$ cat src/rtl/qc_readout_pkg.sv
// Shared types and widths for the qubit readout path.
`timescale 1ns/1ps
package qc_readout_pkg;

    localparam int MAX_SITES = 128;
    localparam int SITE_ID_W = 7;
    localparam int COUNT_W   = 8;

    typedef logic [MAX_SITES-1:0] site_bitmap_t;

    typedef enum logic [1:0] {
        IDLE    = 2'd0,
        COLLECT = 2'd1,
        DONE    = 2'd2
    } agg_state_e;

endpackage

$ cat src/rtl/atom_state_aggregator.sv
// Collects per-site Rydberg/ground decisions into a frame bitmap and hands
// the closed frame to the consumer over a valid/ready handshake.
//
// state   | meaning
// --------+-----------------------------------------------------------
// IDLE    | waiting for i_start; last frame's results remain readable
// COLLECT | accepting samples; timer runs every cycle
// DONE    | frame closed (all sites or timeout); o_frame_valid held
`timescale 1ns/1ps
module atom_state_aggregator
    import qc_readout_pkg::*;
#(
    parameter int NUM_SITES      = 100,
    parameter int TIMEOUT_CYCLES = 4096
) (
    input  logic                 i_clk,
    input  logic                 i_rst_n,
    input  logic                 i_start,
    input  logic                 i_valid,
    input  logic                 i_decision,
    input  logic [SITE_ID_W-1:0] i_base_id,
    input  logic                 i_frame_ready,
    output logic                 o_frame_valid,
    output logic [MAX_SITES-1:0] o_bitmap,
    output logic [MAX_SITES-1:0] o_recv_mask,
    output logic [COUNT_W-1:0]   o_rcv_count,
    output logic [COUNT_W-1:0]   o_ryd_count,
    output logic                 o_timeout,
    output logic                 o_dup_err,
    output logic                 o_id_err,
    output logic                 o_busy
);

    localparam int TMR_W = (TIMEOUT_CYCLES > 2) ? $clog2(TIMEOUT_CYCLES) : 1;
    localparam logic [TMR_W-1:0]   TMR_LAST    = TMR_W'(TIMEOUT_CYCLES - 1);
    localparam logic [COUNT_W-1:0] NUM_SITES_C = COUNT_W'(NUM_SITES);

    agg_state_e          state_q, state_d;
    site_bitmap_t        bitmap_q, bitmap_d;
    site_bitmap_t        mask_q, mask_d;
    logic [COUNT_W-1:0]  rcv_q, rcv_d;
    logic [COUNT_W-1:0]  ryd_q, ryd_d;
    logic [TMR_W-1:0]    tmr_q, tmr_d;
    logic                timeout_q, timeout_d;
    logic                dup_q, dup_d;
    logic                id_err_q, id_err_d;
    logic                complete;

    // Next-state and frame-content update; every field defaults to hold.
    always_comb begin
        state_d   = state_q;
        bitmap_d  = bitmap_q;
        mask_d    = mask_q;
        rcv_d     = rcv_q;
        ryd_d     = ryd_q;
        tmr_d     = tmr_q;
        timeout_d = timeout_q;
        dup_d     = dup_q;
        id_err_d  = id_err_q;
        complete  = 1'b0;

        unique case (state_q)
            IDLE: begin
                // A sample coincident with i_start belongs to no frame.
                if (i_start) begin
                    bitmap_d  = '0;
                    mask_d    = '0;
                    rcv_d     = '0;
                    ryd_d     = '0;
                    tmr_d     = '0;
                    timeout_d = 1'b0;
                    dup_d     = 1'b0;
                    id_err_d  = 1'b0;
                    state_d   = COLLECT;
                end
            end
            COLLECT: begin
                tmr_d = tmr_q + 1'b1;
                if (i_valid) begin
                    if ({1'b0, i_base_id} >= NUM_SITES_C) begin
                        id_err_d = 1'b1;
                    end else if (mask_q[i_base_id]) begin
                        dup_d = 1'b1;
                    end else begin
                        mask_d[i_base_id]   = 1'b1;
                        bitmap_d[i_base_id] = i_decision;
                        rcv_d               = rcv_q + 1'b1;
                        ryd_d               = ryd_q + COUNT_W'(i_decision);
                        complete            = (rcv_q + 1'b1 == NUM_SITES_C);
                    end
                end
                // Completion outranks timeout when both land on one edge.
                if (complete) begin
                    state_d = DONE;
                end else if (tmr_q == TMR_LAST) begin
                    state_d   = DONE;
                    timeout_d = 1'b1;
                end
            end
            DONE: begin
                if (i_frame_ready) state_d = IDLE;
            end
            default: state_d = IDLE;
        endcase
    end

    // State and frame registers with asynchronous clear.
    always_ff @(posedge i_clk or negedge i_rst_n) begin
        if (!i_rst_n) begin
            state_q   <= IDLE;
            bitmap_q  <= '0;
            mask_q    <= '0;
            rcv_q     <= '0;
            ryd_q     <= '0;
            tmr_q     <= '0;
            timeout_q <= 1'b0;
            dup_q     <= 1'b0;
            id_err_q  <= 1'b0;
        end else begin
            state_q   <= state_d;
            bitmap_q  <= bitmap_d;
            mask_q    <= mask_d;
            rcv_q     <= rcv_d;
            ryd_q     <= ryd_d;
            tmr_q     <= tmr_d;
            timeout_q <= timeout_d;
            dup_q     <= dup_d;
            id_err_q  <= id_err_d;
        end
    end

    assign o_frame_valid = (state_q == DONE);
    assign o_busy        = (state_q != IDLE);
    assign o_bitmap      = bitmap_q;
    assign o_recv_mask   = mask_q;
    assign o_rcv_count   = rcv_q;
    assign o_ryd_count   = ryd_q;
    assign o_timeout     = timeout_q;
    assign o_dup_err     = dup_q;
    assign o_id_err      = id_err_q;

endmodule

$ cat config.mk
export PLATFORM = sky130hd
export DESIGN_NAME = atom_state_aggregator
export DESIGN_NICKNAME = d
export VERILOG_FILES = /design/src/rtl/qc_readout_pkg.sv /design/src/rtl/atom_state_aggregator.sv
export SDC_FILE = /design/constraint.sdc
export NUM_CORES = 1
export LEC_CHECK = 0
export ABC_AREA = 1
export ABC_CLOCK_PERIOD_IN_PS = 2700
export CAP_MARGIN = 0
export CELL_PAD_IN_SITES_DETAIL_PLACEMENT = 1
export CELL_PAD_IN_SITES_GLOBAL_PLACEMENT = 1
export CORE_MARGIN = 4
export CORE_UTILIZATION = 35
export DETAILED_ROUTE_END_ITERATION = 10
export GPL_ROUTABILITY_DRIVEN = 0
export PLACE_DENSITY_LB_ADDON = 0.1
export SYNTH_ARGS = -nofsm -noshare
export SYNTH_HDL_FRONTEND = slang
export SYNTH_SLANG_ARGS = --single-unit
export TNS_END_PERCENT = 30
$ cat constraint.sdc
create_clock -name i_clk -period 2.7 [get_ports i_clk]
set_clock_uncertainty 0.1 [all_clocks]
set_input_delay 0.675 -clock i_clk [delete_from_list [all_inputs] [get_ports i_clk]]
set_output_delay 0.675 -clock i_clk [all_outputs]
set_load 0.05 [all_outputs]
==> run summary <==
fresh numbers from the pnr run: status completed, async set or reset register ratio after synthesis 100%, CTS tree yes, Multi-In Gates between 1500 and 2000, Post-synth EDFFs 0, Tcrit/Tclk final 98.7%, max incr delay on CP 0.94 ns, vias in the first global route approximately 18000, Synth mux share 0%, Clock Pin Slew Worst Setup and Hold Paths 0.06 ns, synth unique cells 37, P per Cell Area between 700 and 800 nW/um2, ys cells 2345, I/O pin count approximately 290, # rows 79, Max FO, Critical Path 3, XOR/XNOR Area Share less than 1%, Tot GR Track Use 25.5%, final core occ just under 50%, Storage cell area about 7200 um2, Hold Crit Depth 2, cell taking the most area after synthesis dfrtp_1, Final Hold Vio Count 0, Avg WL per Cell 19.7 um, Cells after DPL 3215, Worst Hold Slack 0.370 ns, Adder Area Share 0.305%, Non-clk invs slightly below 300, comb area leader simple AND/OR/NAND/NOR gates, gr ovfl total 0, Comb gate area between 7000 and 8000 um2, Biggest Area Class combinational gates, Die Wd 225 um, top_reg_cell synth dfrtp_1, Core Region ~46000 um2, crit path DRT between 1.5 and 2 ns, final-layout non-clock buffer area share about a fifth
==> power breakdown <==
| part | internal, uW | switching, uW | total [uW] |
|---|---|---|---|
| clock network | 3180 | 2090 | 5270 |
| logic | 2500 | 5080 | 7580 |
| registers | 4520 | 185 | 4700 |
==> kinds of logic after synthesis <==
group | after synthesis
AND-OR/OR-AND | 325
XOR/XNOR | 9
adder cells (fa/ha/maj) | 4
buffers and inverters | 450
flip-flops | 289
AND/OR/NAND/NOR | 1268
==> registers in the layout, indices dropped and copies added, names as in the netlist <==
register	cells
tmr_q	12
o_recv_mask	128
o_id_err	1
o_ryd_count	8
o_dup_err	1
state_q	2
o_timeout	1
o_rcv_count	8
o_bitmap	128
Clock wires, drivers and flops:
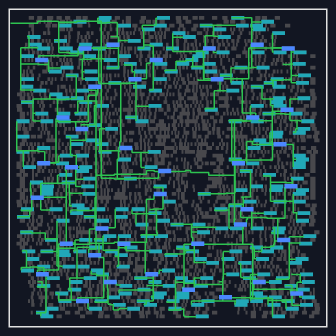
legend:
  blue:
    item: clock drivers
    count: 39
  green:
    item: clock wires
    length: 4920 um
  cyan:
    item: flip-flops
    count: 289
routed clock nets: 40
clock power share: 30.0%
Clock Latency Late Sink: 0.57 ns
Power Clock: 5270 uW

Signal wires on met3:
Cells faint in the background.
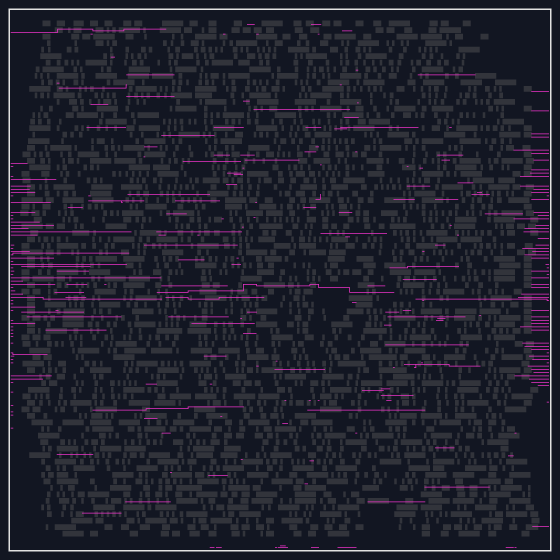
longest straight run: 62.3 um
share of all routed wire: 4.0%
main direction: horizontal
nets with wire on the layer: 190
wire length on this layer: 2630 um
total number of vias: 17100
GR Util met3: 3.60%
Total Wirelength: 65500 um

Power figures rest on the tool's default switching activity, not on a simulated workload.
